<file path="src/rtl/msm_pkg.sv">
// Shared definitions for the Moore state machine block and its stimulus driver.
package msm_pkg;

  localparam int CNT_W = 4;

  localparam logic [1:0] OP_HOLD     = 2'd0;
  localparam logic [1:0] OP_PULSE_S2 = 2'd1;
  localparam logic [1:0] OP_PULSE_S1 = 2'd2;
  localparam logic [1:0] OP_WAIT_CNT = 2'd3;

  typedef enum logic [1:0] {
    IDLE = 2'd0,
    RUN  = 2'd1,
    WAIT = 2'd2
  } state_e;

  function automatic int max_int(input int a, input int b);
    return (a > b) ? a : b;
  endfunction

endpackage

</file>
<file path="src/rtl/msm_duration_timer.sv">
// Loadable down-counter; expired is high while the count sits at zero.
module msm_duration_timer #(
  parameter int W = 5
) (
  input  logic         clk,
  input  logic         rst,
  input  logic         load,
  input  logic         en,
  input  logic [W-1:0] value,
  output logic         expired
);

  logic [W-1:0] count_d;
  logic [W-1:0] count_q;

  // next count: load wins over decrement, and the count never wraps below zero
  always_comb begin
    count_d = count_q;
    if (load) begin
      count_d = value;
    end else if (en && (count_q != '0)) begin
      count_d = count_q - W'(1'b1);
    end else begin
      count_d = count_q;
    end
  end

  // count register
  always_ff @(posedge clk or posedge rst) begin
    if (rst) begin
      count_q <= '0;
    end else begin
      count_q <= count_d;
    end
  end

  assign expired = (count_q == '0);

endmodule

</file>
<file path="src/rtl/msm_stimulus_driver.sv">
// Turns HOLD/PULSE/WAIT_CNT commands into timed s1/s2 drive windows for the
// state machine block, closing the loop through its counter output.
module msm_stimulus_driver
  import msm_pkg::*;
#(
  parameter int CNT_W   = msm_pkg::CNT_W,
  parameter int ARG_W   = 5,
  parameter int TIMEOUT = 31
) (
  input  logic             sys_clk,
  input  logic             sys_rst,
  input  logic             cmd_valid,
  output logic             cmd_ready,
  input  logic [1:0]       cmd_op,
  input  logic [ARG_W-1:0] cmd_arg,
  input  logic [CNT_W-1:0] counter_in,
  output logic [1:0]       s1,
  output logic [1:0]       s2,
  output logic             busy,
  output logic             done,
  output logic             timeout,
  output logic [7:0]       seg_count
);

  localparam int TMR_W = max_int(ARG_W, $clog2(TIMEOUT + 1));

  state_e             state_d, state_q;
  logic [1:0]         op_d, op_q;
  logic [CNT_W-1:0]   target_d, target_q;
  logic [1:0]         s1_d, s1_q;
  logic [1:0]         s2_d, s2_q;
  logic               busy_d, busy_q;
  logic               done_d, done_q;
  logic               timeout_d, timeout_q;
  logic               cmd_ready_d, cmd_ready_q;
  logic [7:0]         seg_count_d, seg_count_q;

  logic               accept_s;
  logic               tmr_load_s;
  logic               tmr_en_s;
  logic [TMR_W-1:0]   tmr_value_s;
  logic               tmr_expired_s;

  assign accept_s = (state_q == IDLE) && cmd_valid && cmd_ready_q;

  // One timer serves both modes: RUN loads the duration, WAIT loads TIMEOUT-1
  // so that reaching zero lines up with the TIMEOUT-th cycle of the wait.
  msm_duration_timer #(.W(TMR_W)) u_timer (
    .clk     (sys_clk),
    .rst     (sys_rst),
    .load    (tmr_load_s),
    .en      (tmr_en_s),
    .value   (tmr_value_s),
    .expired (tmr_expired_s)
  );

  // next-state, command latch and registered-output values
  always_comb begin
    state_d     = state_q;
    op_d        = op_q;
    target_d    = target_q;
    done_d      = 1'b0;
    timeout_d   = 1'b0;
    tmr_load_s  = 1'b0;
    tmr_en_s    = 1'b0;
    tmr_value_s = '0;
    s1_d        = 2'd0;
    s2_d        = 2'd0;

    case (state_q)
      IDLE: begin
        if (accept_s) begin
          op_d       = cmd_op;
          target_d   = CNT_W'(cmd_arg);
          tmr_load_s = 1'b1;
          if (cmd_op == OP_WAIT_CNT) begin
            tmr_value_s = TMR_W'(TIMEOUT - 1);
            state_d     = WAIT;
          end else begin
            tmr_value_s = TMR_W'(cmd_arg);
            state_d     = RUN;
          end
        end else begin
          state_d = IDLE;
        end
      end
      RUN: begin
        if (tmr_expired_s) begin
          state_d = IDLE;
          done_d  = 1'b1;
        end else begin
          tmr_en_s = 1'b1;
        end
      end
      WAIT: begin
        // a match on the final cycle still counts as a normal completion
        if (counter_in == target_q) begin
          state_d = IDLE;
          done_d  = 1'b1;
        end else if (tmr_expired_s) begin
          state_d   = IDLE;
          timeout_d = 1'b1;
        end else begin
          tmr_en_s = 1'b1;
        end
      end
      default: begin
        state_d = IDLE;
      end
    endcase

    if (state_d == RUN) begin
      case (op_d)
        OP_PULSE_S1: s1_d = 2'd1;
        OP_PULSE_S2: s2_d = 2'd1;
        OP_HOLD:     s1_d = 2'd0;
        default:     s1_d = 2'd0;
      endcase
    end else if (state_d == WAIT) begin
      s1_d = 2'd1;
    end else begin
      s1_d = 2'd0;
    end

    busy_d      = (state_d != IDLE);
    cmd_ready_d = (state_d == IDLE);
    seg_count_d = seg_count_q + 8'(done_d | timeout_d);
  end

  // state and output registers
  always_ff @(posedge sys_clk or posedge sys_rst) begin
    if (sys_rst) begin
      state_q     <= IDLE;
      op_q        <= OP_HOLD;
      target_q    <= '0;
      s1_q        <= 2'd0;
      s2_q        <= 2'd0;
      busy_q      <= 1'b0;
      done_q      <= 1'b0;
      timeout_q   <= 1'b0;
      cmd_ready_q <= 1'b0;
      seg_count_q <= 8'd0;
    end else begin
      state_q     <= state_d;
      op_q        <= op_d;
      target_q    <= target_d;
      s1_q        <= s1_d;
      s2_q        <= s2_d;
      busy_q      <= busy_d;
      done_q      <= done_d;
      timeout_q   <= timeout_d;
      cmd_ready_q <= cmd_ready_d;
      seg_count_q <= seg_count_d;
    end
  end

  assign s1        = s1_q;
  assign s2        = s2_q;
  assign busy      = busy_q;
  assign done      = done_q;
  assign timeout   = timeout_q;
  assign cmd_ready = cmd_ready_q;
  assign seg_count = seg_count_q;

endmodule
</file>
<file path="config.mk">
export PLATFORM = sky130hd
export DESIGN_NAME = msm_stimulus_driver
export DESIGN_NICKNAME = d
export VERILOG_FILES = /design/src/rtl/msm_pkg.sv /design/src/rtl/msm_duration_timer.sv /design/src/rtl/msm_stimulus_driver.sv
export SDC_FILE = /design/constraint.sdc
export NUM_CORES = 1
export LEC_CHECK = 0
export ABC_AREA = 1
export CAP_MARGIN = 40
export CORE_MARGIN = 2
export CORE_UTILIZATION = 46
export DETAILED_ROUTE_END_ITERATION = 16
export GPL_TIMING_DRIVEN = 0
export PLACE_DENSITY = 0.76
export SLEW_MARGIN = 25
export SYNTH_ARGS = -nofsm -noshare
export SYNTH_HDL_FRONTEND = slang
export SYNTH_HIERARCHICAL = 1
export SYNTH_SLANG_ARGS = --single-unit
</file>
<file path="constraint.sdc">
create_clock -name sys_clk -period 1.95 [get_ports sys_clk]
set_input_delay 0.39 -clock sys_clk [delete_from_list [all_inputs] [get_ports sys_clk]]
set_output_delay 0.39 -clock sys_clk [all_outputs]
set_load 0.05 [all_outputs]
</file>
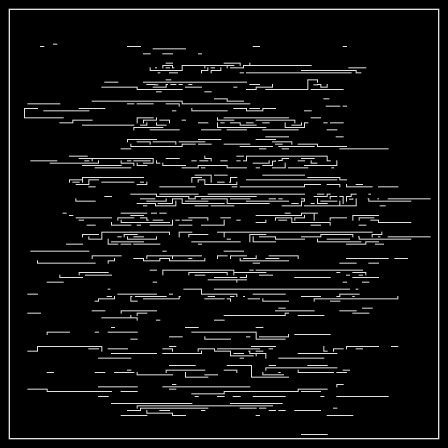
**Above:** metal 1.
main direction = horizontal
share of all routed wire = 43%
longest straight run = 22.1 um
nets with wire on the layer = 235
wire length on this layer = 1550 um
Routed WL: 3.62 mm
grt met1 use: 0.247
via count: 1348

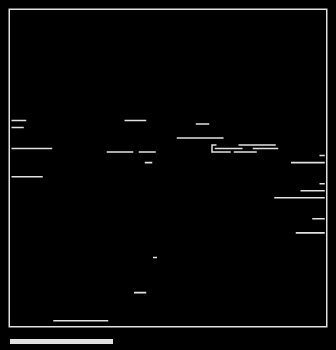
**Above:** M3 wires.
Scale bar: 20 um.
share of all routed wire = 3.0%
main direction = horizontal
wire length on this layer = 110 um
longest straight run = 10.3 um
met3 usage: 0.0147

==> out/metrics.cfg <==
[final_timing]
drv_slew=0
min_period_ps=1950
report.final.hold_viol_count=0
fmax_ghz=0.513
finalClockSkew_ps=12.2
fin_ws_ps=2.02

[worst_setup_path]
critPathSlowestCell=dfrtp_1
critPathMaxStageDelay_ps=410
cp_top_family=simple AND/OR/NAND/NOR gates
endpoint_kind=flip-flop
rr_worst_depth=13
reg2reg_to=seg_count[7]
crit_chain=inv_2, ha_4, nand3_4, inv_4, inv_4, o21ai_2, inv_2, o22ai_4, ha_4, nand3_4, nor3_4, nand3_2, xnor2_2
path_class=flip-flop to flip-flop
startpoint_type=flip-flop
critPathArrivalTime_ps=2200

[placement]
dp_slack_ps=-562
portBuffers=27
gp_congestion=0.724

[finish]
lay_top_count=nand2_1
lay_top_cells=42 x nand2_1, 27 x inv_1, 27 x dfrtp_1
dominant_cells=combinational gates
clk_share=0.0136
n_antenna_cell=0
syn_to_final_growth_pct=46.5
nClkBuffers=3
fill_cells=238
inverters_excl_clock=38
fin_area_mm2=0.00220

[floorplanning]
coreArea_mm2=0.00308
io_pins=30
fp_util=0.488
dieHeight_um=61.2

[min_path]
hold_class=input port to async pin

[yosys]
synth_flops=27
synthesis.area_mm2=0.00150
yosysChipArea_mm2=0.00150
ys_sh_simple=0.282
netlist_top_cells_count=44 x nand2_1, 33 x inv_1, 27 x dfrtp_1
top_area_cell=dfrtp_1
synthFlopType=dfrtp_1
edf_count=0
mux_share=0
synthCells=185

[flow_run]
warnings=32

[power]
power_leader=combinational cells
pg_seq_mw=0.932
power_leakage_nw=1.17
p_switching_mw=1.49
internal_power_mw=1.60
switching_share=0.481
powerComb_mw=1.91
pg_clk_mw=0.255
clkPwrFrac=0.083

[global_route]
grt_pass1_wl_mm=5.32
antenna_found_initial=0

[clock_tree]
htree_levels=1
root_buffer=clkbuf_4
clk_latency_ps=340
cts_buffers=3
cts_tree=yes
cts_buffer_depth=2

[drt]
drt_first_pass_iters=4

[status]
status=complete, no violations

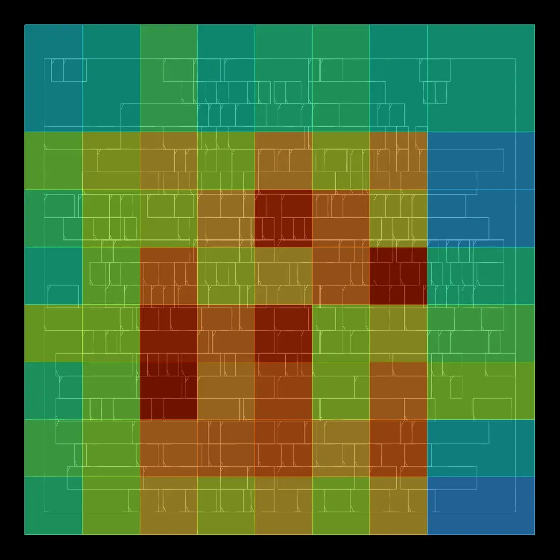
**Above:** congestion heat map.
GR Util met2: 0.337
GRT busiest layer: met2
WL/cell: 12.9 um
post-layout util: 0.715
GRT Overall Usage: 0.192

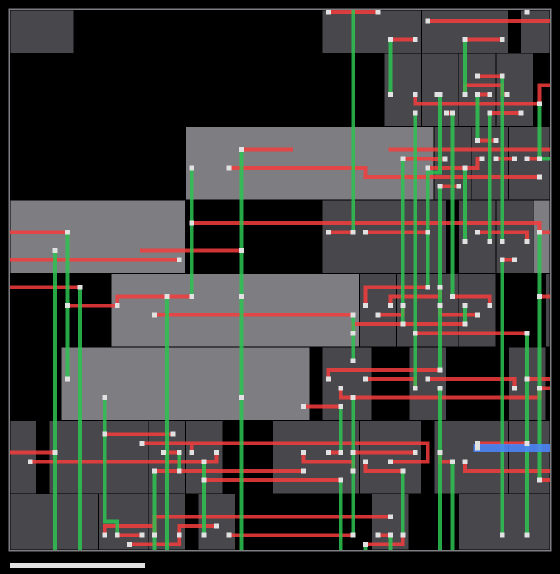
**Above:** zoomed window.
Scale bar: 5 um. Window x 5 to 25, y 36 to 56 um. Cells in grey, sequential cells in the stronger grey; small squares are vias.
met2 -> green
met1 -> red
met3 -> blue
netlist names of flops here include = target_q (2)
sequential cells in the window = 4
cells with their middle in the window = 36
most frequent = nand2_1 (12), inv_1 (5), dfrtp_1 (4)

